[src/rtl/muldiv_pkg.sv]
// Shared constants and types for the iterative multiply/divide unit.
package muldiv_pkg;

  localparam int WIDTH = 32;
  localparam int ITER  = WIDTH;

  localparam logic [WIDTH-1:0] DIVZ_LO = '1;

  localparam logic [1:0] OP_MULT  = 2'b00;
  localparam logic [1:0] OP_MULTU = 2'b01;
  localparam logic [1:0] OP_DIV   = 2'b10;
  localparam logic [1:0] OP_DIVU  = 2'b11;

  typedef enum logic [1:0] {
    IDLE  = 2'd0,
    CALC  = 2'd1,
    FIXUP = 2'd2
  } state_t;

  // op[1] selects divide, op[0] selects the unsigned variant
  function automatic logic op_is_div(input logic [1:0] op);
    return op[1];
  endfunction

  function automatic logic op_is_signed(input logic [1:0] op);
    return ~op[0];
  endfunction

endpackage

[src/rtl/muldiv_signfix.sv]
// Conditional two's-complement negate, used both for operand magnitudes
// and for restoring the sign of the final result.
module muldiv_signfix #(
  parameter int W = 32
) (
  input  logic         neg,
  input  logic [W-1:0] din,
  output logic [W-1:0] dout
);

  // negate when requested, otherwise pass through
  always_comb begin
    dout = neg ? (~din + W'(1)) : din;
  end

endmodule

[src/rtl/muldiv_unit.sv]
// Iterative MULT/MULTU/DIV/DIVU unit with architectural HI/LO registers.
// One radix-2 step per cycle on operand magnitudes, then a sign fixup.
//
// state | meaning
// IDLE  | waiting for start; MTHI/MTLO accepted here
// CALC  | WIDTH shift-add or restoring-divide steps
// FIXUP | apply signs, write HI/LO, pulse done
module muldiv_unit
  import muldiv_pkg::*;
#(
  parameter int WIDTH = muldiv_pkg::WIDTH
) (
  input  logic             clk,
  input  logic             rst_n,
  input  logic             start,
  input  logic [1:0]       op,
  input  logic [WIDTH-1:0] a,
  input  logic [WIDTH-1:0] b,
  input  logic             hi_we,
  input  logic             lo_we,
  input  logic [WIDTH-1:0] wdata,
  output logic             busy,
  output logic             done,
  output logic [WIDTH-1:0] hi,
  output logic [WIDTH-1:0] lo
);

  localparam int CW = $clog2(ITER);

  state_t           state;
  logic             is_div;
  logic             sa;
  logic             sb;
  logic             divz;
  logic [WIDTH-1:0] ma;
  logic [WIDTH-1:0] mb;
  logic [2*WIDTH-1:0] acc;
  logic [WIDTH:0]   rem;
  logic [CW-1:0]    cnt;

  logic             a_neg;
  logic             b_neg;
  logic [WIDTH-1:0] mag_a;
  logic [WIDTH-1:0] mag_b;
  logic [WIDTH:0]   mul_sum;
  logic [WIDTH+1:0] div_shift;
  logic [WIDTH+1:0] div_diff;
  logic             div_ok;
  logic [2*WIDTH-1:0] prod_fix;
  logic [WIDTH-1:0] quo_fix;
  logic [WIDTH-1:0] rem_fix;

  // operand signs only matter for the signed ops
  always_comb begin
    a_neg = op_is_signed(op) & a[WIDTH-1];
    b_neg = op_is_signed(op) & b[WIDTH-1];
  end

  muldiv_signfix #(.W(WIDTH)) u_mag_a (.neg(a_neg), .din(a), .dout(mag_a));
  muldiv_signfix #(.W(WIDTH)) u_mag_b (.neg(b_neg), .din(b), .dout(mag_b));

  // acc holds {partial product, multiplier} for multiply and
  // {unused, dividend/quotient} for divide
  always_comb begin
    mul_sum   = {1'b0, acc[2*WIDTH-1:WIDTH]} + (acc[0] ? {1'b0, ma} : '0);
    div_shift = {rem, acc[WIDTH-1]};
    div_diff  = div_shift - {2'b00, mb};
    div_ok    = ~div_diff[WIDTH+1];
  end

  muldiv_signfix #(.W(2*WIDTH)) u_fix_prod (.neg(sa ^ sb), .din(acc), .dout(prod_fix));
  muldiv_signfix #(.W(WIDTH)) u_fix_quo (.neg(sa ^ sb), .din(acc[WIDTH-1:0]), .dout(quo_fix));
  muldiv_signfix #(.W(WIDTH)) u_fix_rem (.neg(sa), .din(rem[WIDTH-1:0]), .dout(rem_fix));

  // sequencing FSM, datapath registers and HI/LO
  always_ff @(posedge clk or negedge rst_n) begin
    if (!rst_n) begin
      state  <= IDLE;
      is_div <= 1'b0;
      sa     <= 1'b0;
      sb     <= 1'b0;
      divz   <= 1'b0;
      ma     <= '0;
      mb     <= '0;
      acc    <= '0;
      rem    <= '0;
      cnt    <= '0;
      busy   <= 1'b0;
      done   <= 1'b0;
      hi     <= '0;
      lo     <= '0;
    end else begin
      done <= 1'b0;
      case (state)
        IDLE: begin
          if (start) begin
            is_div <= op_is_div(op);
            sa     <= a_neg;
            sb     <= b_neg;
            divz   <= op_is_div(op) & (b == '0);
            ma     <= mag_a;
            mb     <= mag_b;
            acc    <= op_is_div(op) ? {{WIDTH{1'b0}}, mag_a} : {{WIDTH{1'b0}}, mag_b};
            rem    <= '0;
            cnt    <= '0;
            busy   <= 1'b1;
            state  <= CALC;
          end else begin
            if (hi_we) hi <= wdata;
            if (lo_we) lo <= wdata;
          end
        end
        CALC: begin
          if (is_div) begin
            rem <= div_ok ? div_diff[WIDTH:0] : div_shift[WIDTH:0];
            acc <= {acc[2*WIDTH-1:WIDTH], acc[WIDTH-2:0], div_ok};
          end else begin
            acc <= {mul_sum, acc[WIDTH-1:1]};
          end
          cnt <= cnt + 1'b1;
          if (cnt == CW'(ITER - 1)) state <= FIXUP;
        end
        FIXUP: begin
          if (is_div) begin
            // zero divisor: restoring steps leave rem=|a|, so rem_fix is a
            lo <= divz ? DIVZ_LO : quo_fix;
            hi <= rem_fix;
          end else begin
            {hi, lo} <= prod_fix;
          end
          done  <= 1'b1;
          busy  <= 1'b0;
          state <= IDLE;
        end
        default: state <= IDLE;
      endcase
    end
  end

endmodule

[config.mk]
export PLATFORM = sky130hd
export DESIGN_NAME = muldiv_unit
export DESIGN_NICKNAME = d
export VERILOG_FILES = /design/src/rtl/muldiv_pkg.sv /design/src/rtl/muldiv_signfix.sv /design/src/rtl/muldiv_unit.sv
export SDC_FILE = /design/constraint.sdc
export NUM_CORES = 1
export LEC_CHECK = 0
export ABC_AREA = 1
export CAP_MARGIN = 25
export CORE_UTILIZATION = 65
export CTS_BUF_LIST = sky130_fd_sc_hd__clkbuf_16
export DETAILED_ROUTE_END_ITERATION = 6
export HOLD_SLACK_MARGIN = 0.06
export PLACE_DENSITY = 0.9
export SYNTH_ARGS = -nofsm -noshare
export SYNTH_HDL_FRONTEND = slang
export SYNTH_SLANG_ARGS = --single-unit
[constraint.sdc]
create_clock -name clk -period 6.2 [get_ports clk]
set_input_delay 0.62 -clock clk [delete_from_list [all_inputs] [get_ports clk]]
set_output_delay 0.62 -clock clk [all_outputs]
set_load 0.03 [all_outputs]
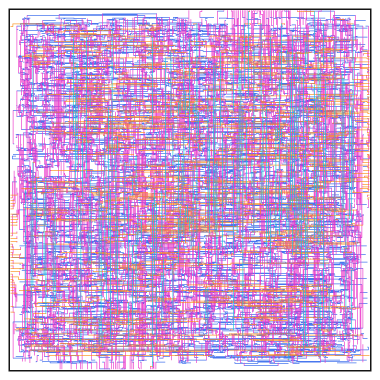
run_1/layers.png
Scale: 2 px per micron.
colour	layer	wire length
orange	M3	10,700 microns
cyan	M4	5,990 microns
magenta	M2	32.4 mm
blue	M1	29.0 mm
WL/cell: 20.2 microns
DR vias: 24.4k

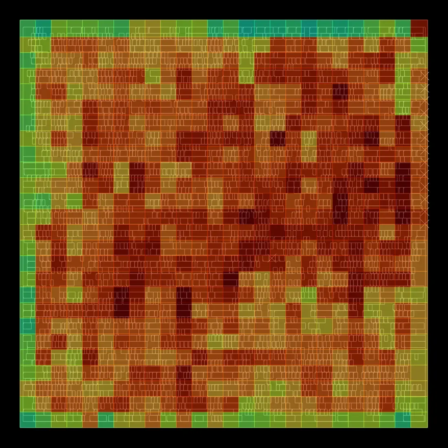
run_1/congestion_map.png
fin util: 75.5%
GR Layer Usage met2: 71.1%

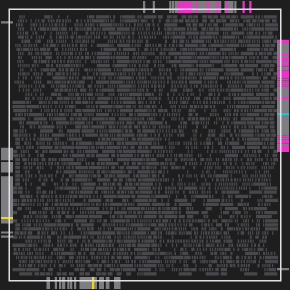
run_1/pinout.png
Scale: 1.5 px per micron. Pins as bars across the die edge, other pins in grey.
colour	port	pins	direction	edge
yellow	`op`	2	input	1 left, 1 bottom
magenta	`hi`	32	output	19 right, 13 top
cyan	`hi_we`	1	input	right
all pins by edge	56 right, 46 top, 37 left, 30 bottom
I/O Buffers: 168
Die Width: 180 microns

==> impl_metrics.env, run 1 <==
# yosys + openroad results
export IMPL_dp_cells=3827
export IMPL_warning_count=28
export IMPL_timing_hold_ws_ps=31.3
export IMPL_status="complete, but fails checks"
export IMPL_ys_warn_count=0
export IMPL_ir_drop_v=0.000378
export IMPL_fp_util_pct=66.6
export IMPL_n_fill_cell=2475
export IMPL_async_flop_share_pct=100
export IMPL_grt_pass1_wl_microns=122000
export IMPL_viasPerCell=6.30
export IMPL_logic_area_sq_um=12700
export IMPL_max_cap_violations=0
export IMPL_worstSetupPathType="reg -> reg"
export IMPL_num_io_pins=169
export IMPL_cts_sinks=238
export IMPL_cp_max_fo=35
export IMPL_grt_overflow_total=0
export IMPL_die_area_sq_um=32400
export IMPL_p_comb_mw=9.75
export IMPL_drtIter0Drc=3832
export IMPL_violations="design-rule violations"
export IMPL_antenna_found_initial=0
export IMPL_clock_area_share_pct=3.87
export IMPL_final_antenna_net_count=0
export IMPL_synth_top_area_share_pct=28.9
export IMPL_fin_crit_sh_pct=57.0
export IMPL_syn_num_nets=3536
export IMPL_place_ws_ps=2620
export IMPL_logic_gates=2627
export IMPL_routed_wl_microns=78100
export IMPL_p_switching_mw=8.38
export IMPL_sh_seq_area_pct=25.5
export IMPL_grt_pass1_vias=22683
export IMPL_p_per_area_nw_per_um2=635
export IMPL_total_power_mw=14.8
export IMPL_final_nets=3635
export IMPL_final_setup_worst_slack_ps=2660
export IMPL_cts_root_buf="clkbuf_16"
export IMPL_pg_seq_mw=3.39
export IMPL_buffer_area_share_pct=7.96
export IMPL_clkbuf_count=27
export IMPL_maxPowerGroup="combinational logic"
export IMPL_cts_resized=0
export IMPL_htree_levels=1
export IMPL_drive_gt1_share_pct=3.53
export IMPL_clkPwrFrac_pct=11.4
export IMPL_clock_skew_ps=30.5
export IMPL_postSynthSeqShare_pct=28.9
export IMPL_power_share_sequential_pct=22.8
export IMPL_synth_area_top_cells="dfrtp_1 (29%), nand2_1 (19%), nor2_1 (8.7%)"
export IMPL_grt_use_total_pct=47.9
export IMPL_r2r_start="acc[0]"
export IMPL_path_clk_slew_ps=60
export IMPL_slew_viol_final=0
export IMPL_setup_viol=0
export IMPL_row_count=64
export IMPL_crit_arrival_ps=3980
export IMPL_synth_cell_types=50
export IMPL_clock_latency_ps=560
export IMPL_layoutNonFillerInstCount=3876
export IMPL_swShare_pct=56.5
export IMPL_synth_stat_cells=3361
export IMPL_nWellTaps=396
export IMPL_avgSynthCellArea_sq_um=6.12
export IMPL_ff_count=238
export IMPL_holdBufCountCts=0
export IMPL_r2r_end="acc[63]"
export IMPL_clock_path_buffers=3
export IMPL_crit_required_ps=6650
export IMPL_seqCellArea_sq_um=5960
export IMPL_largest_area_cell="dfrtp_1"
export IMPL_final_area_sq_um=23300
export IMPL_slew_headroom_pct=28.8
export IMPL_layout_top_cell="nand2_1"
export IMPL_cpMaxStageDelayCell="dfrtp_1"
export IMPL_cts_setup_buffers=0
export IMPL_nNonClkInverters=378
export IMPL_edf_count=0
export IMPL_fmax_mhz=283
export IMPL_final_layout_top_logic_cells="nand2_1 (1,034), nor2_1 (472), inv_1 (374), nand3_1 (265), dfrtp_1 (238)"
export IMPL_buffers=188
export IMPL_hp_class="in -> async"
export IMPL_tns_ps=0
export IMPL_synth_seq_cells=238
export IMPL_comb_area_share_pct=54.4
export IMPL_crit_chain="nand2_1 -> inv_1 -> ha_1 -> inv_1 -> fa_1 -> inv_1 -> nand3_1 -> nand2_1 -> a21oi_1 -> o21ai_0 -> nand3_1 -> nand2_1 -> nand2_1 -> nand2_1 -> nand2_1 -> o21ai_0"
export IMPL_r2r_cells=16
export IMPL_ff2ff_setup_slack_ps=2660
export IMPL_finalCriticalPeriod_ps=3540
export IMPL_slowest_delay_ps=1050
export IMPL_synth_cells=3361
export IMPL_drc_errors=14
export IMPL_p_leak_nw=11.3
export IMPL_synth_area_sq_um=20600
export IMPL_dr_pass1_iters=7
export IMPL_grt_start_max_net_pins=153
export IMPL_dp_hpwl_microns=59400
export IMPL_comb_power_share_pct=65.8
export IMPL_dominant_cells="combinational gates"
export IMPL_diodes=0
export IMPL_cts_buffers=27
export IMPL_crit_top_cell="nand2_1"
export IMPL_synthToLayoutAreaGrowth_pct=13.4
export IMPL_cts_tree="yes"
export IMPL_gp_congestion=1.15
export IMPL_startpoint="acc[0]"
export IMPL_hold_violations=0
export IMPL_power_internal_mw=6.45
export IMPL_power_clock_mw=1.69
export IMPL_rsz0062_at_grt="no"
export IMPL_worstSetupStartpointType="flip-flop"
export IMPL_worst_pin_slew_ps=1070
export IMPL_core_area_sq_um=30900
export IMPL_ys_chip_area_sq_um=20600
export IMPL_placed_area_sq_um=22400
export IMPL_synthFlopType="dfrtp_1"
export IMPL_endpoint_kind="flip-flop"
## run 1: routing by layer
metal | track usage [%] | routed length, microns | vias up | share of wire, %
li1 | - | - | 11082 | -
met1 | 63.4 | 29000 | 11089 | 37
met2 | 71.1 | 32400 | 1863 | 41
met3 | 10.2 | 10700 | 383 | 14
met4 | 31.4 | 5990 | 0 | 7.7
met5 | 0 | 0 | - | 0
## run 1: how the worst max path moves through the flow
stage / endpoint / cells past startpoint / slack, ps
2_1_floorplan: acc[59] / 16 / 3910
3_3_place_gp: hi[5] / 11 / 2670
3_5_place_dp: hi[9] / 11 / 2620
4_1_cts: acc[63] / 16 / 2760
5_1_grt: acc[63] / 16 / 2410
6_report: acc[63] / 16 / 2660
## run 1: worst max-delay path: cells and delay by family, from the launching register on
| kind | cells | cell delay [ps] |
|---|---|---|
| AOI/OAI and AO/OA | 3 | 750 |
| adders and majority gates | 2 | 570 |
| buffers and inverters | 3 | 290 |
| DFF | 1 | 1050 |
| and+or+nand+nor | 8 | 770 |
## run 1: registers in the layout, summed over array words and instances, names as in the netlist
| register | flops |
|---|---|
| mb | 32 |
| sa | 1 |
| busy | 1 |
| lo | 32 |
| state | 2 |
| done | 1 |
| is_div | 1 |
| cnt | 5 |
| divz | 1 |
| sb | 1 |
| hi | 32 |
| ma | 32 |
| rem | 33 |
| acc | 64 |
## run 1: synth_stat cells, types with 31 or more instances
cell and count:
a21oi_1 210, a221oi_1 31, a31oi_1 38, buf_2 31
clkbuf_1 69, dfrtp_1 238, ha_1 70, inv_1 371
nand2_1 1034, nand3_1 265, nand4_1 31, nor2_1 475
nor3_1 39, o21ai_0 189, xor2_1 56
## run 1: kinds of logic after synthesis
kind of cell | synth area share [%]
simple gates | 38.1
compound gates | 15.8
buf+inv | 9.51
flops | 28.9
xor+xnor | 3.23
fa+ha+maj | 4.45
run_1/port_trees.png
Scale: 2 px per micron.
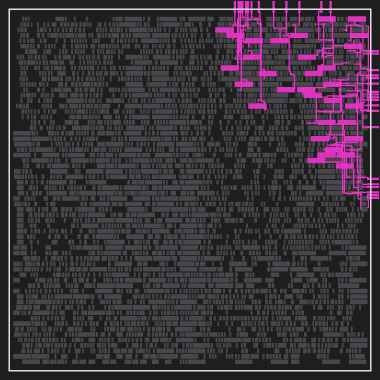

--- run 2 (diff from run 1) ---
--- a/config.mk
+++ b/config.mk
@@ -7,11 +7,11 @@
 export LEC_CHECK = 0
 export ABC_AREA = 1
 export CAP_MARGIN = 25
-export CORE_UTILIZATION = 65
+export CORE_UTILIZATION = 60
 export CTS_BUF_LIST = sky130_fd_sc_hd__clkbuf_16
 export DETAILED_ROUTE_END_ITERATION = 6
 export HOLD_SLACK_MARGIN = 0.06
-export PLACE_DENSITY = 0.9
+export PLACE_DENSITY = 0.84
 export SYNTH_ARGS = -nofsm -noshare
 export SYNTH_HDL_FRONTEND = slang
 export SYNTH_SLANG_ARGS = --single-unit
==> constraint.sdc (replaced) <==
create_clock -name clk -period 3.6 [get_ports clk]
set_input_delay 0.36 -clock clk [delete_from_list [all_inputs] [get_ports clk]]
set_output_delay 0.36 -clock clk [all_outputs]
set_load 0.03 [all_outputs]
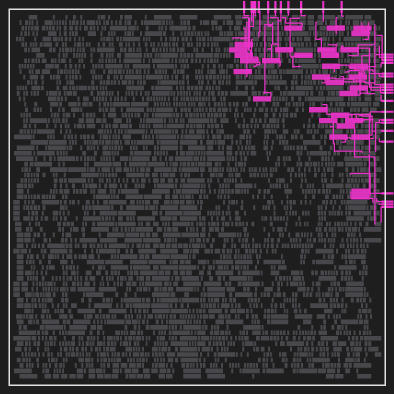
run_2/port_trees.png
Scale: 2 px per micron.
colour	port	bits	direction	end cells	buffers	wire
magenta	`hi`	32	output	32	32	1,040 microns

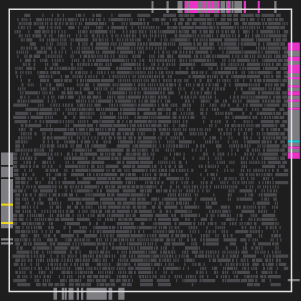
run_2/pinout.png
Scale: 1.5 px per micron. Pins as bars across the die edge, other pins in grey.
colour	port	pins	direction	edge
yellow	`op`	2	input	left
cyan	`hi_we`	1	input	right
magenta	`hi`	32	output	20 right, 12 top
all pins by edge	58 right, 45 top, 37 left, 29 bottom
Die Span Y: 187 microns
Die Width: 187 microns

==> impl_metrics.env, run 2 <==
# yosys + openroad results
export IMPL_reg_top3="acc (64), rem (33)"
export IMPL_synth_area_sq_um=20600
export IMPL_synth_xor_area_share_pct=3.23
export IMPL_fp_util_pct=61.2
export IMPL_final_setup_worst_slack_ps=734
export IMPL_postSynthSeqShare_pct=28.9
export IMPL_ff2ff_setup_slack_ps=730
export IMPL_die_area_sq_um=35100
export IMPL_antenna_found_initial=1
export IMPL_async_flop_share_pct=100
export IMPL_gp_congestion=1.16
export IMPL_core_area_sq_um=33600
export IMPL_grt_pass1_vias=22862
export IMPL_logic_area_sq_um=12700
export IMPL_startpoint="acc[0]"
export IMPL_status="complete, but fails checks"
export IMPL_grt_use_total_pct=46.0
export IMPL_avgSynthCellArea_sq_um=6.12
export IMPL_r2r_start="acc[0]"
export IMPL_crit_required_ps=4100
export IMPL_layout_top_cell="nand2_1"
export IMPL_final_nets=3646
export IMPL_viasPerCell=6.14
export IMPL_grt_overflow_total=0
export IMPL_aoi_share_pct=15.8
export IMPL_edf_count=0
export IMPL_slew_headroom_pct=31.6
export IMPL_final_layout_top_logic_cells="nand2_1 (1,033), nor2_1 (472), inv_1 (375), nand3_1 (265), dfrtp_1 (238)"
export IMPL_htree_levels=1
export IMPL_synthFlopType="dfrtp_1"
export IMPL_crit_arrival_ps=3360
export IMPL_warning_count=28
export IMPL_dr_pass1_iters=7
export IMPL_ys_chip_area_sq_um=20600
export IMPL_cts_sinks=238
export IMPL_worst_pin_slew_ps=1030
export IMPL_diodes=0
export IMPL_synthTopCellsByCount="nand2_1 (1,034), nor2_1 (475), inv_1 (371), nand3_1 (265), dfrtp_1 (238)"
export IMPL_ys_warn_count=0
export IMPL_p_leak_nw=11.3
export IMPL_drtIter0Drc=3482
export IMPL_largest_area_cell="dfrtp_1"
export IMPL_synth_seq_cells=238
export IMPL_power_internal_mw=11.2
export IMPL_synth_top_area_share_pct=28.9
export IMPL_clock_skew_ps=31.0
export IMPL_netlist_logic_family_top="simple AND/OR/NAND/NOR gates"
export IMPL_synth_cell_types=50
export IMPL_clock_path_buffers=3
export IMPL_fa_ha_area_share_pct=4.45
export IMPL_portBuffers=168
export IMPL_cts_root_buf="clkbuf_16"
export IMPL_path_clk_slew_ps=60
export IMPL_setup_viol=0
export IMPL_placed_area_sq_um=22600
export IMPL_vias=24197
export IMPL_power_share_sequential_pct=22.6
export IMPL_slew_viol_final=0
export IMPL_final_antenna_net_count=0
export IMPL_endpoint_kind="flip-flop"
export IMPL_cts_tree="yes"
export IMPL_r2r_cells=14
export IMPL_cts_buffers=29
export IMPL_row_count=67
export IMPL_syn_num_nets=3536
export IMPL_routed_wl_microns=80700
export IMPL_top_register="acc"
export IMPL_ys_sh_mux_pct=0
export IMPL_grt_pass1_wl_microns=126000
export IMPL_ir_drop_v=0.000657
export IMPL_fmax_mhz=349
export IMPL_clock_latency_ps=580
export IMPL_hp_class="in -> reg"
export IMPL_timing_hold_ws_ps=382
export IMPL_n_fill_cell=3023
export IMPL_synth_area_top_cells="dfrtp_1 (29%), nand2_1 (19%), nor2_1 (8.7%)"
export IMPL_p_per_area_nw_per_um2=1090
export IMPL_violations="design-rule violations"
export IMPL_fin_crit_sh_pct=79.6
export IMPL_hold_violations=0
export IMPL_worstSetupPathType="reg -> reg"
export IMPL_place_ws_ps=756
export IMPL_max_cap_violations=0
export IMPL_ys_sh_simple_pct=38.1
export IMPL_num_io_pins=169
export IMPL_swShare_pct=56.4
export IMPL_largest_register_ffs=64
export IMPL_p_switching_mw=14.4
export IMPL_finalCriticalPeriod_ps=2870
export IMPL_synth_dominant_cell_count="nand2_1"
export IMPL_endpoint="acc[63]"
export IMPL_total_power_mw=25.6
export IMPL_wl_per_cell_microns=20.5
export IMPL_rsz0062_at_grt="no"
export IMPL_synthToLayoutAreaGrowth_pct=14.2
export IMPL_drc_errors=1
export IMPL_r2r_end="acc[63]"
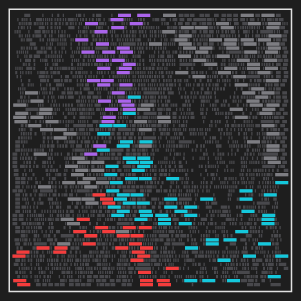
run_2/ff_map.png
Scale: 1.5 px per micron.
colour	signal	sequential cells
cyan	`acc`	64
purple	`rem`	33
red	`ma`	32
Seq group: 5.77 mW
register area: 5960 sq um

==> run 2: cell count changes in the layout (fill, tap and decap cells not counted), sizes merged <==
cell	delta
buf	+8
clkbuf	+2
bufinv	-1
dlygate4sd3	+1
==> run 2: per-layer routing <==
layer  track usage, %  vias to the layer above  part of all wire, %
met5             1.51                        -                 0.11
met4             27.1                        4                  7.0
met3             9.36                      322                   12
met2             69.8                     1722                   43
met1             60.8                    11003                   38
li1                 -                    11146                    -
==> run 2: area by class of cell <==
class,count,share of cell area (%)
clock buffer,29,3.09
clock inverter,21,0.793
inverter,378,6.04
multi-input combinational,2627,54.1
sequential,238,25.3
tap,448,2.39
timing repair buffer,197,8.25
==> run 2: per-stage QoR <==
step | utilization (%) | instances
finish | 69.9 | 3938
global route | 69.9 | 3938
CTS | 69.9 | 3938
detailed placement | 67.2 | 3887
global placement | 67.1 | 3885
floorplan | - | 3361
==> run 2: what timing repair did <==
action,in CTS,in global routing
endpoints found under the setup margin,0,0
gates resized,0,0
setup buffers,0,0
hold endpoints to repair,120,0
hold buffers,1,0
==> run 2: critical path: stages (launching register included) <==
cell,delay [ps]
dfrtp_1,440
buf_4,330
nand2_1,150
fa_1,450
inv_1,90
nand3_1,60
nand2_1,120
a21oi_1,120
o21ai_0,500
nand3_1,130
nand2_1,140
nand2_1,60
nand2_1,60
nand2_1,50
o21ai_0,90
==> run 2: power groups by stage <==
| stage | Combinational [mW] | Clock, mW | Sequential (mW) |
|---|---|---|---|
| 6_report | 16.9 | 2.90 | 5.77 |
| 2_1_floorplan | 11.0 | 0 | 5.62 |
| 3_3_place_gp | 15.8 | 0 | 5.61 |
| 5_1_grt | 18.5 | 2.98 | 5.86 |
| 4_1_cts | 16.4 | 2.87 | 5.64 |
| 3_5_place_dp | 16.2 | 0 | 5.67 |
No activity file was given, so power comes from the tool's default toggle rates.
